==> config.mk <==
export PLATFORM = sky130hd
export DESIGN_NAME = wb_stage
export DESIGN_NICKNAME = d
export VERILOG_FILES = /design/src/rtl/wb_stage_pkg.sv /design/src/rtl/wb_stage_div_fifo.sv /design/src/rtl/wb_stage.sv
export SDC_FILE = /design/constraint.sdc
export NUM_CORES = 1
export LEC_CHECK = 0
export CELL_PAD_IN_SITES_DETAIL_PLACEMENT = 2
export CELL_PAD_IN_SITES_GLOBAL_PLACEMENT = 2
export CORE_MARGIN = 2
export CORE_UTILIZATION = 33
export DETAILED_ROUTE_END_ITERATION = 8
export PLACE_DENSITY_LB_ADDON = 0.1
export SLEW_MARGIN = 20
export SYNTH_ARGS = -nofsm -noshare
export SYNTH_HDL_FRONTEND = slang
export SYNTH_HIERARCHICAL = 1
export SYNTH_SLANG_ARGS = --single-unit
==> constraint.sdc <==
create_clock -name clk -period 7.2 [get_ports clk]
set_input_delay 1.44 -clock clk [delete_from_list [all_inputs] [get_ports clk]]
set_output_delay 1.44 -clock clk [all_outputs]
set_load 0.05 [all_outputs]
==> src/rtl/wb_stage_pkg.sv <==
//============================================================================
// Module      : wb_stage_pkg
// Description : Shared bus widths, load funct3 codes and load-data formatter
//               for the writeback stage.
// Revision    : 1.0 - initial release
//============================================================================
`ifndef WB_STAGE_DEFINES
`define WB_STAGE_DEFINES
`define REG_BUS      31:0
`define REG_ADDR_BUS 4:0
`endif

`default_nettype none

package wb_stage_pkg;

    localparam logic [2:0] LB  = 3'b000;
    localparam logic [2:0] LH  = 3'b001;
    localparam logic [2:0] LW  = 3'b010;
    localparam logic [2:0] LBU = 3'b100;
    localparam logic [2:0] LHU = 3'b101;

    // Selects the addressed byte/half of the RAM word and extends it.
    function automatic logic [`REG_BUS] format_load(
        input logic [2:0]      ld_type,
        input logic [1:0]      addr_lo,
        input logic [`REG_BUS] word
    );
        logic [7:0]      sel_b;
        logic [15:0]     sel_h;
        logic [`REG_BUS] res;
        sel_b = word[{addr_lo, 3'b000} +: 8];
        sel_h = addr_lo[1] ? word[31:16] : word[15:0];
        case (ld_type)
            LB:      res = {{24{sel_b[7]}}, sel_b};
            LH:      res = {{16{sel_h[15]}}, sel_h};
            LW:      res = word;
            LBU:     res = {24'd0, sel_b};
            LHU:     res = {16'd0, sel_h};
            default: res = '0;
        endcase
        return res;
    endfunction

endpackage

`default_nettype wire

==> src/rtl/wb_stage_div_fifo.sv <==
//============================================================================
// Module      : wb_div_fifo
// Description : Synchronous FIFO for divider results; drops x0 writes and,
//               with WB_HAZARD_CHK_EN, reports source-register matches.
// Revision    : 1.0 - initial release
//============================================================================
`default_nettype none

module wb_div_fifo
    import wb_stage_pkg::*;
#(
    parameter int DEPTH = 2
) (
    input  logic                 clk,
    input  logic                 rst_n,
    input  logic                 push,
    input  logic [`REG_ADDR_BUS] push_addr,
    input  logic [`REG_BUS]      push_data,
    input  logic                 pop,
    output logic [`REG_ADDR_BUS] head_addr,
    output logic [`REG_BUS]      head_data,
`ifdef WB_HAZARD_CHK_EN
    input  logic [`REG_ADDR_BUS] match_addr_a,
    input  logic [`REG_ADDR_BUS] match_addr_b,
    output logic                 match_a,
    output logic                 match_b,
`endif
    output logic                 empty,
    output logic                 full
);

    localparam int PW = $clog2(DEPTH);
    localparam int CW = PW + 1;

    logic [`REG_ADDR_BUS] r_addr [DEPTH];
    logic [`REG_BUS]      r_data [DEPTH];
    logic [PW-1:0]        r_wr_ptr;
    logic [PW-1:0]        r_rd_ptr;
    logic [CW-1:0]        r_count;
    logic                 w_store;
    logic                 w_pop;

    assign empty     = (r_count == '0);
    assign full      = (r_count == CW'(DEPTH));
    assign head_addr = r_addr[r_rd_ptr];
    assign head_data = r_data[r_rd_ptr];

    // x0 results are accepted from the divider but never occupy a slot.
    assign w_store = push & ~full & (push_addr != '0);
    assign w_pop   = pop & ~empty;

    always_ff @(posedge clk) begin
        if (!rst_n) begin
            r_wr_ptr <= '0;
            r_rd_ptr <= '0;
            r_count  <= '0;
        end else begin
            if (w_store) r_wr_ptr <= r_wr_ptr + PW'(1);
            if (w_pop)   r_rd_ptr <= r_rd_ptr + PW'(1);
            case ({w_store, w_pop})
                2'b10:   r_count <= r_count + CW'(1);
                2'b01:   r_count <= r_count - CW'(1);
                default: r_count <= r_count;
            endcase
        end
    end

    always_ff @(posedge clk) begin
        if (w_store) begin
            r_addr[r_wr_ptr] <= push_addr;
            r_data[r_wr_ptr] <= push_data;
        end
    end

`ifdef WB_HAZARD_CHK_EN
    logic [DEPTH-1:0] w_hit_a;
    logic [DEPTH-1:0] w_hit_b;

    for (genvar i = 0; i < DEPTH; i++) begin : g_match
        logic [PW-1:0] w_offset;
        logic          w_live;
        assign w_offset   = PW'(i) - r_rd_ptr;
        assign w_live     = ({1'b0, w_offset} < r_count);
        assign w_hit_a[i] = w_live & (r_addr[i] == match_addr_a);
        assign w_hit_b[i] = w_live & (r_addr[i] == match_addr_b);
    end

    assign match_a = |w_hit_a;
    assign match_b = |w_hit_b;
`endif

endmodule

`default_nettype wire

==> src/rtl/wb_stage.sv <==
//============================================================================
// Module      : wb_stage
// Description : Writeback stage: load formatting plus divider-result merge
//               onto the single regfile write port. Option: WB_HAZARD_CHK_EN.
// Revision    : 1.0 - initial release
//============================================================================
`default_nettype none

module wb_stage
    import wb_stage_pkg::*;
#(
    parameter int DIV_FIFO_DEPTH = 2
) (
    input  logic                 clk,
    input  logic                 rst_n,
    input  logic                 mem_rd_we_i,
    input  logic [`REG_ADDR_BUS] mem_rd_addr_i,
    input  logic [`REG_BUS]      mem_rd_data_i,
    input  logic                 mem_ld_en_i,
    input  logic [2:0]           mem_ld_type_i,
    input  logic [1:0]           mem_ld_addr_lo_i,
    input  logic                 mem_flush_i,
    input  logic [`REG_BUS]      dram_rdata_i,
    input  logic                 div_valid_i,
    output logic                 div_ready_o,
    input  logic [`REG_ADDR_BUS] div_rd_addr_i,
    input  logic [`REG_BUS]      div_data_i,
`ifdef WB_HAZARD_CHK_EN
    input  logic [`REG_ADDR_BUS] id_rs1_addr_i,
    input  logic [`REG_ADDR_BUS] id_rs2_addr_i,
    output logic                 wb_hazard_o,
`endif
    output logic                 wb_stall_o,
    output logic                 wb_rd_we_o,
    output logic [`REG_ADDR_BUS] wb_rd_addr_o,
    output logic [`REG_BUS]      wb_rd_data_o
);

    logic                 r_valid;
    logic [`REG_ADDR_BUS] r_addr;
    logic [`REG_BUS]      r_data;
    logic                 r_ld_en;
    logic [2:0]           r_ld_type;
    logic [1:0]           r_ld_lo;

    logic                 w_fifo_empty;
    logic                 w_fifo_full;
    logic                 w_fifo_pop;
    logic [`REG_ADDR_BUS] w_head_addr;
    logic [`REG_BUS]      w_head_data;
    logic [`REG_BUS]      w_slot_data;

    always_ff @(posedge clk) begin
        if (!rst_n) begin
            r_valid   <= 1'b0;
            r_addr    <= '0;
            r_data    <= '0;
            r_ld_en   <= 1'b0;
            r_ld_type <= '0;
            r_ld_lo   <= '0;
        end else begin
            r_valid   <= mem_rd_we_i & ~mem_flush_i & (mem_rd_addr_i != '0);
            r_addr    <= mem_rd_addr_i;
            r_data    <= mem_rd_data_i;
            r_ld_en   <= mem_ld_en_i;
            r_ld_type <= mem_ld_type_i;
            r_ld_lo   <= mem_ld_addr_lo_i;
        end
    end

    assign w_slot_data = r_ld_en ? format_load(r_ld_type, r_ld_lo, dram_rdata_i) : r_data;

    // The pipeline slot always wins; the FIFO only uses bubbles.
    always_comb begin
        wb_rd_we_o   = 1'b0;
        wb_rd_addr_o = '0;
        wb_rd_data_o = '0;
        w_fifo_pop   = 1'b0;
        if (r_valid) begin
            wb_rd_we_o   = 1'b1;
            wb_rd_addr_o = r_addr;
            wb_rd_data_o = w_slot_data;
        end else if (!w_fifo_empty) begin
            wb_rd_we_o   = 1'b1;
            wb_rd_addr_o = w_head_addr;
            wb_rd_data_o = w_head_data;
            w_fifo_pop   = 1'b1;
        end
    end

    assign div_ready_o = ~w_fifo_full;
    assign wb_stall_o  = w_fifo_full;

`ifdef WB_HAZARD_CHK_EN
    logic w_match_rs1;
    logic w_match_rs2;

    assign wb_hazard_o =
        ((id_rs1_addr_i != '0) &
         (w_match_rs1 | (div_valid_i & (div_rd_addr_i == id_rs1_addr_i)))) |
        ((id_rs2_addr_i != '0) &
         (w_match_rs2 | (div_valid_i & (div_rd_addr_i == id_rs2_addr_i))));
`endif

    wb_div_fifo #(
        .DEPTH        (DIV_FIFO_DEPTH)
    ) u_div_fifo (
        .clk          (clk),
        .rst_n        (rst_n),
        .push         (div_valid_i & div_ready_o),
        .push_addr    (div_rd_addr_i),
        .push_data    (div_data_i),
        .pop          (w_fifo_pop),
        .head_addr    (w_head_addr),
        .head_data    (w_head_data),
`ifdef WB_HAZARD_CHK_EN
        .match_addr_a (id_rs1_addr_i),
        .match_addr_b (id_rs2_addr_i),
        .match_a      (w_match_rs1),
        .match_b      (w_match_rs2),
`endif
        .empty        (w_fifo_empty),
        .full         (w_fifo_full)
    );

endmodule

`default_nettype wire
Figure 1. Sequential cells grouped by signal name (run 1).
Scale: 4 px per um. Other sequential cells in the stronger grey, the rest of the logic in the fainter grey.
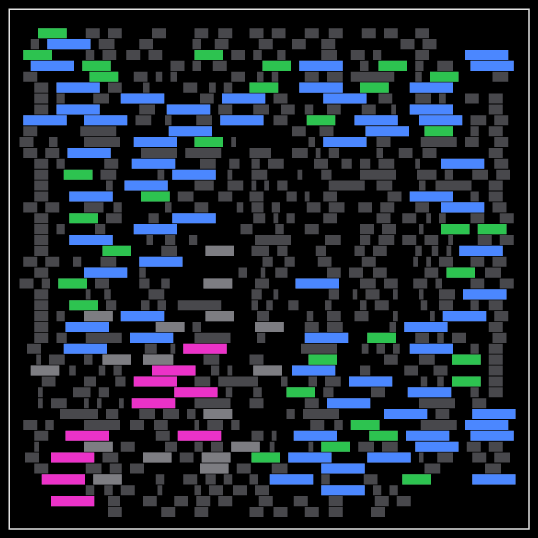
signal	colour	sequential cells	where
u_div_fifo/r_data	blue	64	all over the die
u_div_fifo/r_addr	magenta	10	lower left
r_data	green	32	all over the die
not coloured	17

Figure 2. Met1 routing (run 1).
Scale: 4 px per um. Supply wires on this layer in grey.
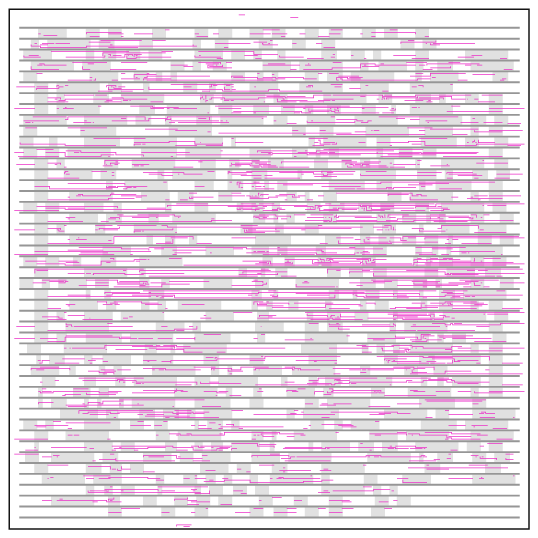
share of all routed wire	45%
nets with wire on the layer	612
wire length on this layer	7750 um

Figure 3. Metal 3 (run 1).
Scale: 3 px per um.
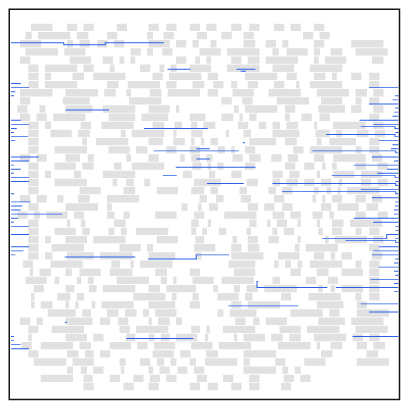
nets with wire on the layer	96
share of all routed wire	5.1%
longest straight run	40.9 um
wire length on this layer	882 um

==> flow_summary_export.csv, run 1 <==
group,metric,value,unit
yosys,synthDistinctLibCells,42,
yosys,yosysTopAreaCellShare,0.427,
floorplan,fp.coreArea,0.0153,sq mm
power,pg_seq,0.000946,W
sta,grt_setup_unrepaired,"no",
cells_and_area,nets,671,
route,drc,0,
global_routing,antenna_found_initial,0,
critical_path,critical_path_class,"primary input to primary output",
clocking,postCtsHoldBufs,0,
yosys,synth.largest_area_cell,"edfxtp_1",
power,power_density,370,mW/mm^2
global_routing,grt_use_total,0.210,
sta,finalSetupViolCount,0,
critical_path,cpMostUsedCell,"clkdlybuf4s50_1",
route,wl_per_cell,22.1,um
floorplan,die_height,130,um
route,via_per_inst,5.07,
floorplan,row_count,45,
yosys,fp_nets,516,
power,top_power_group,"combinational cells",
worst_hold_path,hold_depth,2,
worst_hold_path,holdPathEnd,"u_div_fifo/r_wr_ptr",
cells_and_area,drive_gt1_frac,0.164,
global_routing,grt_max_degree,51,
power,p_int,0.00183,W
yosys,synth_flops,123,
global_routing,grt_pass1_vias,4437,
floorplan,ioPinCount,157,
yosys,async_flop_share,0,
sta,fin_worst_skew,0.00685,ns
floorplan,initial_core_util,0.340,
route,wl,17200,um
clocking,cts.path.max_buffers,2,
route,drt_iter0_drc,182,
status,status,"finished, final reports clean",
clocking,postCtsSetupRepairBufs,0,
worst_hold_path,hold_path.class,"flip-flop to flip-flop",
clocking,ctsResizeCount,0,
clocking,cts_num_sinks,123,
==> run 1: worst max path at each step <==
stage / end / slack (ns) / depth (start not counted)
2_1_floorplan: wb_rd_data_o[19] / 2.71 / 5
3_5_place_dp: wb_rd_data_o[10] / 1.70 / 6
4_1_cts: wb_rd_data_o[10] / 1.60 / 6
6_report: wb_rd_data_o[10] / 1.61 / 6
3_3_place_gp: wb_rd_data_o[15] / 1.72 / 6
5_1_grt: wb_rd_data_o[10] / 1.49 / 6
==> run 1: worst min-delay path: stages (launching register included) <==
cell and delay [ns]:
dfxtp_1 0.34, nand2_1 0.07, mux2i_1 0.06
==> run 1: final cells by class <==
class,count,area share
Tap cell,211,0.0348
Clock buffer,24,0.0636
Multi-Input combinational cell,246,0.250
Clock inverter,8,0.0122
Sequential cell,123,0.423
Inverter,3,0.00149
Timing Repair Buffer,162,0.215
==> run 1: layer usage <==
| layer | part of all wire | track usage | routed length (um) |
|---|---|---|---|
| met5 | 0 | 0 | 0 |
| met4 | 0.0070 | 0.0455 | 121 |
| met3 | 0.051 | 0.0508 | 881 |
| met2 | 0.49 | 0.358 | 8450 |
| met1 | 0.45 | 0.272 | 7750 |
==> run 1: through the flow <==
stage / total power (W) / cell area, sq um / hold slack (ns) / util / cells
final: 0.00281 / 7580 / 0.520 / 0.495 / 777
after global routing: 0.00293 / 7580 / 0.562 / 0.495 / 777
after CTS: 0.00282 / 7550 / 0.524 / 0.493 / 776
after detailed placement: 0.00198 / 6970 / 0.513 / 0.455 / 744
after global placement: 0.00196 / 6970 / 0.491 / 0.455 / 744
after floorplan: 0.00160 / 5200 / 0.451 / - / 398
Figure 4. Track usage over the die (run 1).
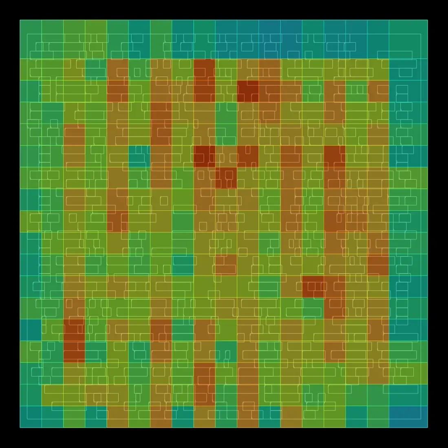

==> run 2: changes to the inputs <==
--- a/config.mk
+++ b/config.mk
@@ -8,7 +8,7 @@
 export CELL_PAD_IN_SITES_DETAIL_PLACEMENT = 2
 export CELL_PAD_IN_SITES_GLOBAL_PLACEMENT = 2
 export CORE_MARGIN = 2
-export CORE_UTILIZATION = 33
+export CORE_UTILIZATION = 28
 export DETAILED_ROUTE_END_ITERATION = 8
 export PLACE_DENSITY_LB_ADDON = 0.1
 export SLEW_MARGIN = 20
==> constraint.sdc (replaced) <==
create_clock -name clk -period 4.7 [get_ports clk]
set_input_delay 0.94 -clock clk [delete_from_list [all_inputs] [get_ports clk]]
set_output_delay 0.94 -clock clk [all_outputs]
set_load 0.05 [all_outputs]
Figure 5. Track usage over the die (run 2).
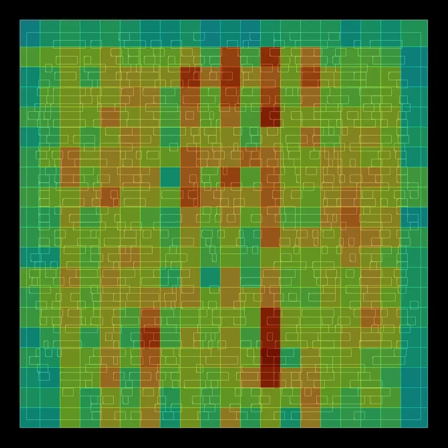
per-cell routed wire length: 22.1 um
GRT met3 Usage: 0.0465
met1 Use GR: 0.237
busiest metal layer after global routing: met2

Figure 6. Metal layers overlaid (run 2).
Scale: 3 px per um. Only two layers are drawn.
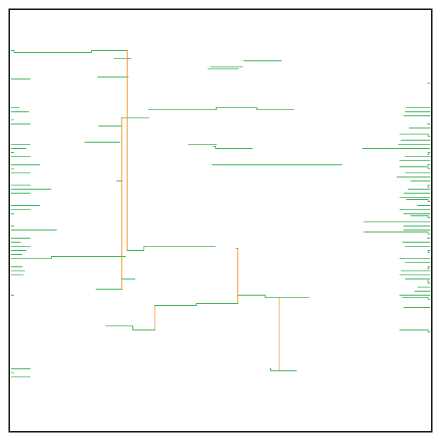
layer	colour	wire length
metal 3	green	943 um
metal 4	orange	175 um

==> flow_summary_export.csv, run 2 <==
group,metric,value,unit
status,status,"finished, final reports clean",
yosys,synthDistinctLibCells,42,
cells_and_area,inverters,3,
critical_path,critical_path_class,"primary input to primary output",
cells_and_area,comb_area_share,0.248,
route,dr_wl_met2,8860,um
yosys,synth_flops,123,
sta,finalSetupViolCount,0,
route,drc,0,
floorplan,row_count,49,
route,top_layer_used,"met4",
cells_and_area,final_cells,804,
cells_and_area,largest_class,"sequential cells",
power,p_int,0.00284,W
global_routing,grt_max_degree,51,
floorplan,fp.coreArea,0.0181,sq mm
global_routing,grt_pass1_vias,4433,
cells_and_area,nonClkBufAreaFrac,0.213,
route,drt_iter0_drc,255,
route,met3_length,943,um
floorplan,initial_core_util,0.288,
cells_and_area,clockBufferCount,18,
yosys,synth.largest_area_cell,"edfxtp_1",
critical_path,cpMostUsedCell,"clkdlybuf4s50_1",
cells_and_area,num-nonclk-buffers,171,
Figure 7. Sequential cells grouped by signal name (run 2).
Scale: 3 px per um. Other sequential cells in the stronger grey, the rest of the logic in the fainter grey.
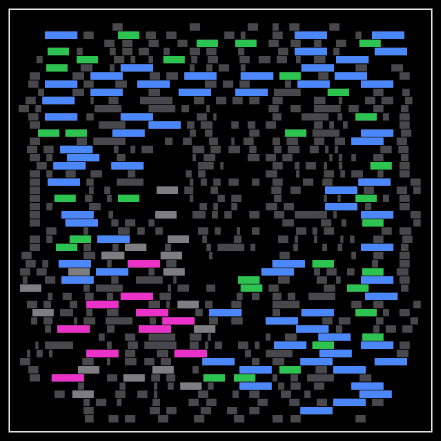
signal	colour	sequential cells
r_data	green	32
u_div_fifo/r_addr	magenta	10
u_div_fifo/r_data	blue	64
not coloured	17

-- run 2: worst paths after layout --
check	end	slack, ns	cells after the start	startpoint
worst min-delay path	u_div_fifo/r_wr_ptr	0.53	2	u_div_fifo/r_wr_ptr
worst max-delay path	wb_rd_data_o[15]	0.50	7	dram_rdata_i[23]
worst max register to register	u_div_fifo/r_addr[0][3]	2.30	5	u_div_fifo/r_count[0]
worst min register to register	u_div_fifo/r_wr_ptr	0.53	2	u_div_fifo/r_wr_ptr
-- run 2: stage by stage --
step / total power (W) / hold WS [ns] / instance area, sq um
after floorplan: 0.00245 / 0.451 / 5200
after global placement: 0.00302 / 0.492 / 7030
after detailed placement: 0.00304 / 0.521 / 7030
after CTS: 0.00444 / 0.540 / 7650
after global routing: 0.00458 / 0.574 / 7650
final: 0.00438 / 0.532 / 7650
-- run 2: power by group through the flow --
| stage | Combinational, W | Clock (W) | Sequential, W |
|---|---|---|---|
| after floorplan | 0.00106 | 0 | 0.00140 |
| after global placement | 0.00159 | 0 | 0.00143 |
| after detailed placement | 0.00160 | 0 | 0.00144 |
| after CTS | 0.00162 | 0.00141 | 0.00142 |
| after global routing | 0.00168 | 0.00147 | 0.00143 |
| final | 0.00159 | 0.00138 | 0.00141 |
-- run 2: cell families after synthesis --
| group | count (synthesis) |
|---|---|
| adder cells (fa/ha/maj) | 1 |
| AND-OR/OR-AND | 94 |
| multiplexers | 49 |
| AND/OR/NAND/NOR | 99 |
| flip-flops | 123 |
| XOR/XNOR | 3 |
| buffers and inverters | 29 |
-- run 2: worst min-delay path, stage by stage (launching register included) --
cell	delay, ns
dfxtp_1	0.35
nand2_1	0.08
mux2i_1	0.06
Power is estimated from default activity; no workload was simulated.
